$ cat config.mk
export PLATFORM = sky130hd
export DESIGN_NAME = vedic_mult_pipe
export DESIGN_NICKNAME = d
export VERILOG_FILES = /design/src/rtl/vedic_mult_pipe.sv
export SDC_FILE = /design/constraint.sdc
export NUM_CORES = 1
export LEC_CHECK = 0
export CORE_AREA = 5 5 273 275
export CTS_CLUSTER_SIZE = 10
export DETAILED_ROUTE_END_ITERATION = 8
export DIE_AREA = 0 0 278 280
export SYNTH_ARGS = -nofsm -noshare
export SYNTH_HDL_FRONTEND = slang
export SYNTH_SLANG_ARGS = --single-unit
$ cat constraint.sdc
create_clock -name clk -period 5.1 [get_ports clk]
set_input_delay 0.51 -clock clk [delete_from_list [all_inputs] [get_ports clk]]
set_output_delay 0.51 -clock clk [all_outputs]
set_load 0.005 [all_outputs]
$ cat src/rtl/vedic_mult_pipe.sv
// Three-stage Vedic (Urdhva-Tiryagbhyam) multiplier for signed or unsigned operands,
// with valid/ready handshaking; the whole pipeline stalls together while the output is held.
module vedic_mult_pipe #(
    parameter int WIDTH = 16,
    parameter int TAG_W = 4
) (
    input  logic                 clk,
    input  logic                 rst_n,
    input  logic                 in_valid,
    output logic                 in_ready,
    input  logic [WIDTH-1:0]     a,
    input  logic [WIDTH-1:0]     b,
    input  logic                 is_signed,
    input  logic [TAG_W-1:0]     tag_in,
    output logic                 out_valid,
    input  logic                 out_ready,
    output logic [2*WIDTH-1:0]   result,
    output logic [TAG_W-1:0]     tag_out
);

    localparam int HW = WIDTH / 2;
    localparam int PW = 2 * WIDTH;

    generate
        if ((WIDTH < 8) || (WIDTH > 32) || ((WIDTH % 2) != 0)) begin : g_bad_width
            $error("vedic_mult_pipe: WIDTH must be even and within 8..32");
        end
    endgenerate

    // Unsigned magnitude; the most-negative value maps to 2^(WIDTH-1), which still fits in WIDTH bits.
    function automatic logic [WIDTH-1:0] magnitude(input logic [WIDTH-1:0] x, input logic sg);
        logic [WIDTH-1:0] m;
        if (sg && x[WIDTH-1]) begin
            m = ~x + {{(WIDTH-1){1'b0}}, 1'b1};
        end else begin
            m = x;
        end
        return m;
    endfunction

    logic               advance_s;
    logic               s1_valid_q, s1_valid_d, s1_neg_q, s1_neg_d;
    logic [TAG_W-1:0]   s1_tag_q, s1_tag_d;
    logic [WIDTH-1:0]   s1_ma_q, s1_ma_d, s1_mb_q, s1_mb_d;
    logic               s2_valid_q, s2_valid_d, s2_neg_q, s2_neg_d;
    logic [TAG_W-1:0]   s2_tag_q, s2_tag_d;
    logic [WIDTH-1:0]   s2_ll_q, s2_ll_d, s2_hl_q, s2_hl_d;
    logic [WIDTH-1:0]   s2_lh_q, s2_lh_d, s2_hh_q, s2_hh_d;
    logic               out_valid_q, out_valid_d;
    logic [TAG_W-1:0]   tag_q, tag_d;
    logic [PW-1:0]      result_q, result_d;
    logic [WIDTH:0]     mid_s;
    logic [PW-1:0]      sum_s;

    assign advance_s = !out_valid_q || out_ready;
    assign in_ready  = advance_s;
    assign out_valid = out_valid_q;
    assign result    = result_q;
    assign tag_out   = tag_q;

    // S1: capture operands as magnitudes and record the sign of the product.
    always_comb begin
        if (advance_s) begin
            s1_valid_d = in_valid;
            s1_neg_d   = is_signed & (a[WIDTH-1] ^ b[WIDTH-1]);
            s1_tag_d   = tag_in;
            s1_ma_d    = magnitude(a, is_signed);
            s1_mb_d    = magnitude(b, is_signed);
        end else begin
            s1_valid_d = s1_valid_q;
            s1_neg_d   = s1_neg_q;
            s1_tag_d   = s1_tag_q;
            s1_ma_d    = s1_ma_q;
            s1_mb_d    = s1_mb_q;
        end
    end

    // S2: the four half-width crosswise products.
    always_comb begin
        if (advance_s) begin
            s2_valid_d = s1_valid_q;
            s2_neg_d   = s1_neg_q;
            s2_tag_d   = s1_tag_q;
            s2_ll_d    = WIDTH'(s1_ma_q[HW-1:0])     * WIDTH'(s1_mb_q[HW-1:0]);
            s2_hl_d    = WIDTH'(s1_ma_q[WIDTH-1:HW]) * WIDTH'(s1_mb_q[HW-1:0]);
            s2_lh_d    = WIDTH'(s1_ma_q[HW-1:0])     * WIDTH'(s1_mb_q[WIDTH-1:HW]);
            s2_hh_d    = WIDTH'(s1_ma_q[WIDTH-1:HW]) * WIDTH'(s1_mb_q[WIDTH-1:HW]);
        end else begin
            s2_valid_d = s2_valid_q;
            s2_neg_d   = s2_neg_q;
            s2_tag_d   = s2_tag_q;
            s2_ll_d    = s2_ll_q;
            s2_hl_d    = s2_hl_q;
            s2_lh_d    = s2_lh_q;
            s2_hh_d    = s2_hh_q;
        end
    end

    // S3: recombine partial products; negating a zero sum yields zero again.
    always_comb begin
        mid_s = {1'b0, s2_hl_q} + {1'b0, s2_lh_q};
        sum_s = PW'(s2_ll_q) + (PW'(mid_s) << HW) + {s2_hh_q, {WIDTH{1'b0}}};
        if (advance_s) begin
            out_valid_d = s2_valid_q;
            tag_d       = s2_tag_q;
            if (s2_neg_q) begin
                result_d = ~sum_s + {{(PW-1){1'b0}}, 1'b1};
            end else begin
                result_d = sum_s;
            end
        end else begin
            out_valid_d = out_valid_q;
            tag_d       = tag_q;
            result_d    = result_q;
        end
    end

    // Stage registers; reset clears every in-flight operation and the output.
    always_ff @(posedge clk or negedge rst_n) begin
        if (!rst_n) begin
            s1_valid_q  <= 1'b0;
            s1_neg_q    <= 1'b0;
            s1_tag_q    <= {TAG_W{1'b0}};
            s1_ma_q     <= {WIDTH{1'b0}};
            s1_mb_q     <= {WIDTH{1'b0}};
            s2_valid_q  <= 1'b0;
            s2_neg_q    <= 1'b0;
            s2_tag_q    <= {TAG_W{1'b0}};
            s2_ll_q     <= {WIDTH{1'b0}};
            s2_hl_q     <= {WIDTH{1'b0}};
            s2_lh_q     <= {WIDTH{1'b0}};
            s2_hh_q     <= {WIDTH{1'b0}};
            out_valid_q <= 1'b0;
            tag_q       <= {TAG_W{1'b0}};
            result_q    <= {PW{1'b0}};
        end else begin
            s1_valid_q  <= s1_valid_d;
            s1_neg_q    <= s1_neg_d;
            s1_tag_q    <= s1_tag_d;
            s1_ma_q     <= s1_ma_d;
            s1_mb_q     <= s1_mb_d;
            s2_valid_q  <= s2_valid_d;
            s2_neg_q    <= s2_neg_d;
            s2_tag_q    <= s2_tag_d;
            s2_ll_q     <= s2_ll_d;
            s2_hl_q     <= s2_hl_d;
            s2_lh_q     <= s2_lh_d;
            s2_hh_q     <= s2_hh_d;
            out_valid_q <= out_valid_d;
            tag_q       <= tag_d;
            result_q    <= result_d;
        end
    end

endmodule

==> reports/summary.rpt, run 1 <==
=================================================================================
Layout overhead on the synthesized area                                    20.36%
Setup-failing EPs final                                                         0
Number of nets with antenna violations after detailed routing                   0
Max Fclk                                                               0.2055 GHz
Vias per cell                                                               4.224
Capturing element type of the critical path                             flip-flop
Root buf cell                                                        sky130_fd_sc_hd__clkbuf_16
Sequential fraction of the synthesis area                                  22.25%
Stage delay of the slowest cell on the critical path                      0.54 ns
Setup repair after global routing missed its margin                           yes
Vias                                                                        12690
Netlist Area Pre-Place                                                  16310 um2
Fa+ha+maj area frac                                                        31.96%
Count of flip-flops with a built-in enable after synthesis                      0
Final wirelength                                                         40.58 mm
GRT met2 Usage                                                             16.31%
Chip Width                                                                 278 um
Worst setup path endpoint                                             s2_hh_q[14]
Quantity of hold-fixing buffers added after cts                                 0
Global placement routability congestion                                    0.8130
Result of the run                                                    complete, no violations
Minimum hold slack                                                     0.07094 ns
FP Core Util                                                               22.62%
Dominant cell type by count on the critical path                     sky130_fd_sc_hd__fa_1
TritonCTS buffer count                                                         17
Max transition margin                                                      45.35%
R2R Path Start                                                        s1_mb_q[10]
Simple share                                                               20.29%
Placement Setup Slack                                                 -0.08455 ns
Crit Path Max Fanout                                                            7
# rows                                                                         99
Fraction of synthesis flops using an asynchronous set or reset pin         100.0%
Total of warnings raised by yosys                                               0
Sum of overflow across all layers after global routing                          0
Shortest period the worst path allows                                    4.865 ns
Drc violations                                                                  0
Slew Viols, Final                                                               0
Slew at the pin closest to its max-slew limit                           0.8197 ns
First-pass GRT wire length                                               67.20 mm
Total Die Area                                                          77840 um2
=================================================================================
[run 1: cell families after synthesis]
| family | Yosys count |
|---|---|
| muxes | 2 |
| adders and majority gates | 329 |
| and+or+nand+nor | 702 |
| AOI/OAI and AO/OA | 315 |
| buffers and inverters | 295 |
| xor gates and xnor gates | 120 |
| DFF | 145 |
[run 1: layout make-up]
type | count | area, um2
Fill cell | 7767 | 52460
Tap cell | 959 | 1200
Sequential cell | 145 | 3647
Multi-Input combinational cell | 1468 | 11800
Inverter | 218 | 820.8
Clock buffer | 18 | 439.2
Clock inverter | 14 | 150.1
Timing Repair Buffer | 183 | 1578
[run 1: sequential cells by signal (all words and copies together), names as in the netlist]
name	flops
result	32
s1_ma_q	16
s1_mb_q	16
s2_hh_q	16
s2_hl_q	16
s2_lh_q	16
s2_ll_q	16
s1_tag_q	4
s2_tag_q	4
tag_out	4
out_valid	1
s1_neg_q	1
s1_valid_q	1
s2_neg_q	1
s2_valid_q	1
[run 1: critical path, delay by kind of cell (launching register included)]
family,cells,cell delay (ns)
AND/OR/NAND/NOR,2,0.31
XOR/XNOR,1,0.27
AND-OR/OR-AND,6,1.06
buffers and inverters,4,0.37
adder cells (fa/ha/maj),5,2.25
flip-flops,1,0.48
[run 1: through the flow]
stage          TNS [ns]
4_1_cts               0
3_3_place_gp          0
6_report              0
3_5_place_dp   -0.08455
5_1_grt        -0.09752
2_1_floorplan         0
[run 1: repair_timing]
item / CTS / global route
pin swaps: 1 / 16
gates resized: 3 / 62
gates cloned: 0 / 0
setup endpoints to repair: 3 / 20
setup buffers: 1 / 13
[run 1: metal layers]
metal / routed length [um] / vias up
met3: 1566 / 34
met5: 0 / -
li1: - / 6448
met2: 17690 / 229
met4: 511 / 0
met1: 20810 / 5981
[run 1: synthesized netlist by cell type, types with 19 or more instances]
library cell               number  share of area, %
sky130_fd_sc_hd__nand2_1      301               6.9
sky130_fd_sc_hd__inv_1        217               5.0
sky130_fd_sc_hd__ha_1         183                14
sky130_fd_sc_hd__and2_1       160               6.1
sky130_fd_sc_hd__fa_1         146                18
sky130_fd_sc_hd__dfrtp_1      145                22
sky130_fd_sc_hd__nor2_1       130               3.0
sky130_fd_sc_hd__o21ai_0       99               3.0
sky130_fd_sc_hd__a21oi_1       91               2.8
sky130_fd_sc_hd__clkbuf_1      73               1.7
sky130_fd_sc_hd__xnor2_1       61               3.3
sky130_fd_sc_hd__xor2_1        59               3.2
sky130_fd_sc_hd__nand2b_1      19              0.73
sky130_fd_sc_hd__nand3_1       19              0.58
sky130_fd_sc_hd__nor3_1        19              0.58
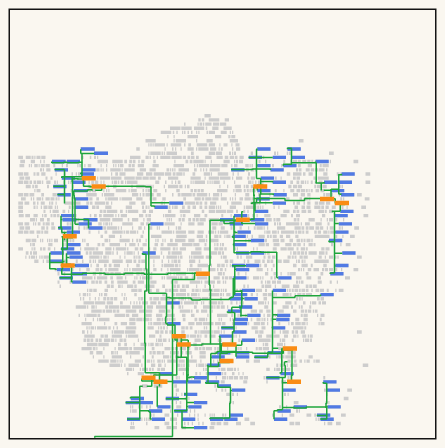
(run_1/clock_map.png)
flip-flops: marked blue, count 145. cells driving clock nets: marked orange, count 17. clock wires: marked green, length 2450 um.
There are 18 routed clock nets.

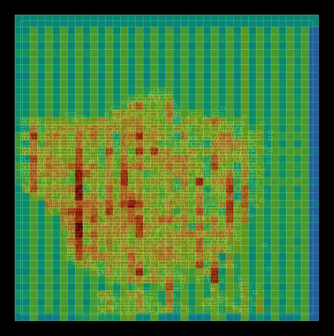
(run_1/final_congestion.png)
GR Util met1: 15.55%
GR met3 Demand/Resource: 1.548%
most utilized layer in the global route result: met2

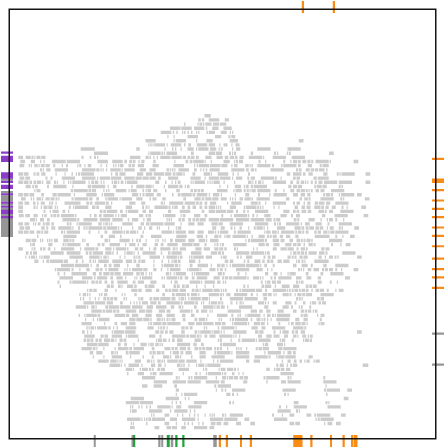
(run_1/pins.png)
Pins as bars across the die edge, other pins in gray.
tag_in: marked green, pins 4, direction input, edge south. result: marked orange, pins 32, direction output, edge 16 south, 14 east, 2 north. b: marked purple, pins 16, direction input, edge west.
All pins by edge: 33 west, 28 south, 16 east, 2 north.
height of the die: 280 um
number of buffers inserted by port buffering: 78

==> run_1/cell_classes.png <==
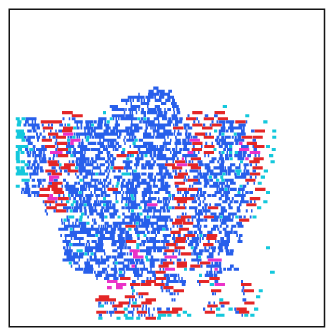

==> run 2, diff against run 1 <==
--- a/config.mk
+++ b/config.mk
@@ -9,6 +9,8 @@
 export CTS_CLUSTER_SIZE = 10
 export DETAILED_ROUTE_END_ITERATION = 8
 export DIE_AREA = 0 0 278 280
+export DONT_BUFFER_PORTS = 1
+export HOLD_SLACK_MARGIN = 0.03
 export SYNTH_ARGS = -nofsm -noshare
 export SYNTH_HDL_FRONTEND = slang
 export SYNTH_SLANG_ARGS = --single-unit
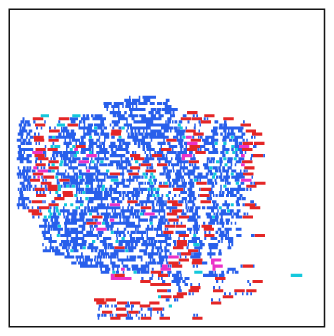
(run_2/cell_classes.png)
other buffers and delay cells: marked cyan, cells 110. all other logic: marked blue, cells 1686. clock drivers and dummy loads: marked magenta, cells 32. flip-flops: marked red, cells 145.

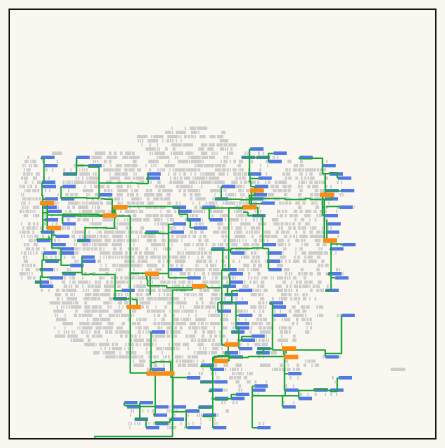
(run_2/clock_map.png)
clock wires: marked green, length 2520 um. cells driving clock nets: marked orange, count 17. flip-flops: marked blue, count 145.
There are 18 routed clock nets.
clock insertion delay at the later pin of the skew report: 0.46 ns
clock tree skew after final layout: 0.01566 ns

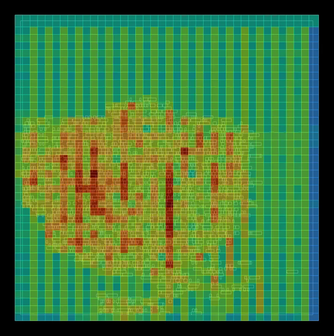
(run_2/final_congestion.png)
GR Util met1: 15.43%
GRT met2 Usage: 16.70%

==> reports/summary.rpt, run 2 <==
=================================================================================
Result of the run                                                    complete, no violations
Cell taking the most area after synthesis                            sky130_fd_sc_hd__dfrtp_1
Crit Path Max Fanout                                                            6   -1
Final wirelength                                                         41.30 mm   +1.8%
Max FFs per register                                                           32   unchanged
Proportion of netlist area held by the largest area contributor            22.25%   unchanged
Largest delay share family, worst path                                adder cells
Capturing element type of the critical path                             flip-flop
Vias per cell                                                               4.275   +1.2%
Sequential fraction of the synthesis area                                  22.25%   unchanged
Max transition margin                                                      24.64%   -21 points
Post-synthesis cell type with the largest instance count             sky130_fd_sc_hd__nand2_1
Netlist Area Pre-Place                                                  16310 um2   unchanged
Setup-failing EPs final                                                         0   unchanged
Max Fclk                                                               0.2056 GHz   about the same
Sum of overflow across all layers after global routing                          0   unchanged
Chip Width                                                                 278 um   unchanged
Top cells by area                                                    sky130_fd_sc_hd__dfrtp_1 22%, sky130_fd_sc_hd__fa_1 18%, sky130_fd_sc_hd__ha_1 14%, sky130_fd_sc_hd__nand2_1 6.9%, sky130_fd_sc_hd__and2_1 6.1%
Number of nets with antenna violations after detailed routing                   0   unchanged
# rows                                                                         99   unchanged
Number of buffers inserted by port buffering                                    0   -100%
Total of warnings raised by yosys                                               0   unchanged
FP Core Util                                                               22.62%   unchanged
Dominant cell type by count on the critical path                     sky130_fd_sc_hd__ha_1
Root buf cell                                                        sky130_fd_sc_hd__clkbuf_16
Fraction of synthesis flops using an asynchronous set or reset pin         100.0%   unchanged
Slew Viols, Final                                                               0   unchanged
TritonCTS buffer count                                                         17   unchanged
Count of flip-flops with a built-in enable after synthesis                      0   unchanged
First-pass GRT wire length                                               67.92 mm   +1.1%
Shortest period the worst path allows                                    4.864 ns   -0.001751 ns
Vias                                                                        12530   -1.2%
=================================================================================
-- run 2: cell type report --
type	count	area [um2]
clock buffers	19	452.9
flip-flops and latches	145	3633
inverters	218	820.8
repair buffers	110	899.6
fillers	7819	53230
multi-input cells	1468	11740
clock inverters	13	112.6
well taps	959	1200
-- run 2: cell families (layout without fill, tap and decap cells) --
logic type                 after synthesis  count (layout)  synth area share (%)
and+or+nand+nor                        702             702                 20.29
adders and majority gates              329             329                 31.96
AOI/OAI and AO/OA                      315             315                 12.13
buffers and inverters                  295             360                 6.805
DFF                                    145             145                 22.25
xor gates and xnor gates               120             120                 6.444
muxes                                    2               2                0.1228
-- run 2: worst paths after layout --
kind	startpoint	cells past startpoint	slack, ns	end
max	s1_mb_q[2]	19	0.24	s2_hl_q[14]
min	rst_n	1	0.03	result[13]
max reg2reg	s1_mb_q[2]	19	0.24	s2_hl_q[14]
min reg2reg	s2_valid_q	1	0.46	out_valid
max in group asynchronous	rst_n	1	4.38	s1_ma_q[9]
min in group clk	tag_in[0]	2	0.16	s1_tag_q[0]
-- run 2: worst reg2reg max path: stages (launching register included) --
cell                       delay [ns]
sky130_fd_sc_hd__dfrtp_1         0.47
sky130_fd_sc_hd__buf_4           0.22
sky130_fd_sc_hd__and2_1          0.16
sky130_fd_sc_hd__ha_1            0.21
sky130_fd_sc_hd__fa_1            0.48
sky130_fd_sc_hd__ha_1            0.29
sky130_fd_sc_hd__inv_1           0.05
sky130_fd_sc_hd__fa_1            0.59
sky130_fd_sc_hd__inv_1           0.06
sky130_fd_sc_hd__ha_1            0.28
sky130_fd_sc_hd__a21o_1          0.17
sky130_fd_sc_hd__a21oi_1         0.18
sky130_fd_sc_hd__o21ai_0         0.11
sky130_fd_sc_hd__a21oi_1         0.18
sky130_fd_sc_hd__nand2b_1        0.17
sky130_fd_sc_hd__a21boi_0        0.14
sky130_fd_sc_hd__o31a_1          0.29
sky130_fd_sc_hd__o41ai_2         0.24
sky130_fd_sc_hd__xor2_1          0.31
sky130_fd_sc_hd__o21ai_0         0.11
-- run 2: through the flow --
step	cell area (um2)	hold slack (ns)	utilization (%)	TNS, ns
floorplan	16310	0.2144	-	0
global placement	18050	0.2306	25.04	-0.03128
detailed placement	18050	0.2299	25.04	0
CTS	18650	0.09027	25.87	0
global route	18860	0.1153	26.16	-0.1546
finish	18860	0.03343	26.16	0
-- run 2: timing repair --
action,4_1_cts,5_1_grt
hold buffers,1,0
pin swaps,0,13
buffers inserted,0,6
hold endpoints to repair,145,0
endpoints found under the setup margin,1,20
gates resized,1,51
gates cloned,0,0
-- run 2: routing by layer --
| layer | wire length, um | vias up | track usage (%) |
|---|---|---|---|
| li1 | - | 6287 | - |
| met1 | 20770 | 5999 | 15.43 |
| met2 | 18000 | 215 | 16.70 |
| met3 | 1931 | 33 | 2.072 |
| met4 | 605 | 0 | 2.472 |
| met5 | 0 | - | 0 |
==> run_2/metal_stack.png <==
Only two layers are drawn.
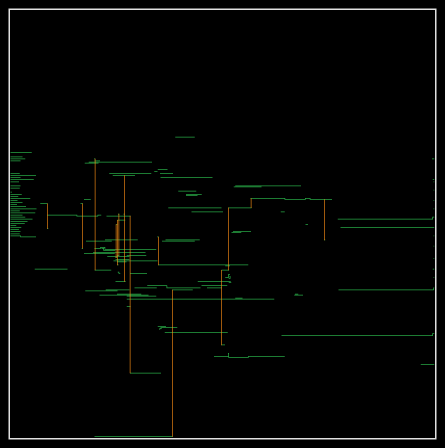

==> run 3, diff against run 2 <==
--- a/config.mk
+++ b/config.mk
@@ -11,6 +11,8 @@
 export DIE_AREA = 0 0 278 280
 export DONT_BUFFER_PORTS = 1
 export HOLD_SLACK_MARGIN = 0.03
+export PLACE_DENSITY = 0.41
+export SETUP_SLACK_MARGIN = 0.02
 export SYNTH_ARGS = -nofsm -noshare
 export SYNTH_HDL_FRONTEND = slang
 export SYNTH_SLANG_ARGS = --single-unit
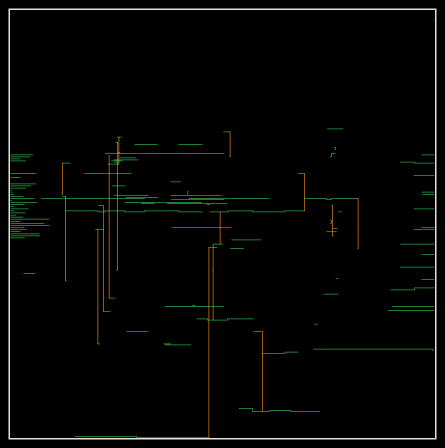
(run_3/metal_stack.png)
Only two layers are drawn.
met4: marked orange, wire length 755 um. met3: marked green, wire length 1850 um.
Vias: 12540
GR Util All Layers: 11.79%
final wirelength: 44.94 mm

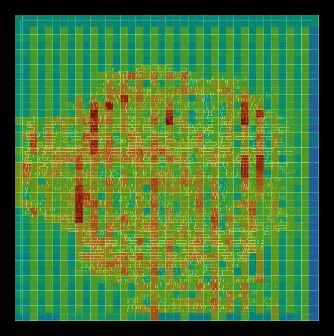
(run_3/final_congestion.png)
detail-routed net length per standard cell: 15.28 um
GR Util met1: 16.86%
GR met3 Demand/Resource: 2.471%

==> reports/summary.rpt, run 3 <==
=================================================================================
Max FFs per register                                                           32   unchanged
Number of buffers inserted by port buffering                                    0   unchanged
Max transition margin                                                      43.57%   +19 points
Shortest period the worst path allows                                    4.839 ns   -0.02443 ns
Crit. Startpoint                                                       s1_mb_q[4]
Cell taking the most area after synthesis                            sky130_fd_sc_hd__dfrtp_1
Final sum of negative setup slack                                            0 ns   unchanged
Result of the run                                                    complete, no violations
Fraction of synthesis flops using an asynchronous set or reset pin         100.0%   unchanged
Count of flip-flops with a built-in enable after synthesis                      0   unchanged
# rows                                                                         99   unchanged
Crit Path Max Fanout                                                            8   +2
Netlist Area Pre-Place                                                  16310 um2   unchanged
First-pass GRT wire length                                               73.53 mm   +8.3%
Chip Width                                                                 278 um   unchanged
Dominant cell type by count on the critical path                     sky130_fd_sc_hd__fa_1
Sequential fraction of the synthesis area                                  22.25%   unchanged
Top cells by area                                                    sky130_fd_sc_hd__dfrtp_1 22%, sky130_fd_sc_hd__fa_1 18%, sky130_fd_sc_hd__ha_1 14%, sky130_fd_sc_hd__nand2_1 6.9%, sky130_fd_sc_hd__and2_1 6.1%
Root buf cell                                                        sky130_fd_sc_hd__clkbuf_16
Number of nets with antenna violations after detailed routing                   0   unchanged
Proportion of netlist area held by the largest area contributor            22.25%   unchanged
Vias per cell                                                               4.264   -0.27%
R2R Path Start                                                         s1_mb_q[4]
Sum of overflow across all layers after global routing                          0   unchanged
=================================================================================
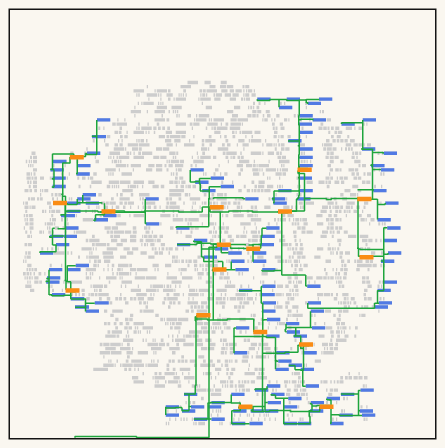
(run_3/clock_map.png)
cells driving clock nets: marked orange, count 17. clock wires: marked green, length 2630 um. flip-flops: marked blue, count 145.
Position of the flops: spread over the die.
clock insertion delay at the later pin of the skew report: 0.47 ns

[run 3: final timing paths]
path                                    end  slack (ns)  depth (start not counted)
worst max-delay path            s2_hl_q[12]        0.26                         15
worst min-delay path             s1_mb_q[6]        0.02                          1
worst max register to register  s2_hl_q[12]        0.26                         15
worst min register to register   s2_valid_q        0.46                          2
max in group asynchronous        result[29]        4.45                          1
min in group clk                s1_tag_q[2]        0.16                          2
[run 3: what timing repair did]
action | CTS | global route
hold endpoints to repair | 145 | 0
setup endpoints to repair | 3 | 19
pin swaps | 1 | 11
resized | 4 | 42
buffers inserted | 0 | 2
hold buffers | 1 | 0
[run 3: cell families (layout without fill, tap and decap cells)]
group,count (synthesis),after routing,synth area share [%]
xor+xnor,120,120,6.444
compound gates,315,315,12.13
flops,145,145,22.25
simple gates,702,702,20.29
fa+ha+maj,329,329,31.96
buf+inv,295,369,6.805
mux,2,2,0.1228
[run 3: metal layers]
metal  up-vias  part of all wire [%]  global-route usage [%]
met2       178                    44                   18.27
met5         -                     0                       0
met4         0                   1.7                   2.992
li1       6332                     -                       -
met3        34                   4.1                   2.471
met1      5995                    51                   16.86
[run 3: per-stage QoR]
stage	instances	util [%]	hold WS [ns]	cell area [um2]
4_1_cts	2939	26.06	0.06379	18780
5_1_grt	2941	26.27	0.07064	18940
3_3_place_gp	2906	25.19	0.2233	18160
2_1_floorplan	1908	-	0.2144	16310
3_5_place_dp	2906	25.19	0.2239	18160
6_report	2941	26.27	0.02251	18940
[run 3: cell type report]
cell class | count | area [um2]
well taps | 959 | 1200
clock inverters | 12 | 125.1
fillers | 7851 | 53150
inverters | 218 | 820.8
multi-input cells | 1468 | 11730
flip-flops and latches | 145 | 3636
clock buffers | 20 | 456.7
repair buffers | 119 | 975.9
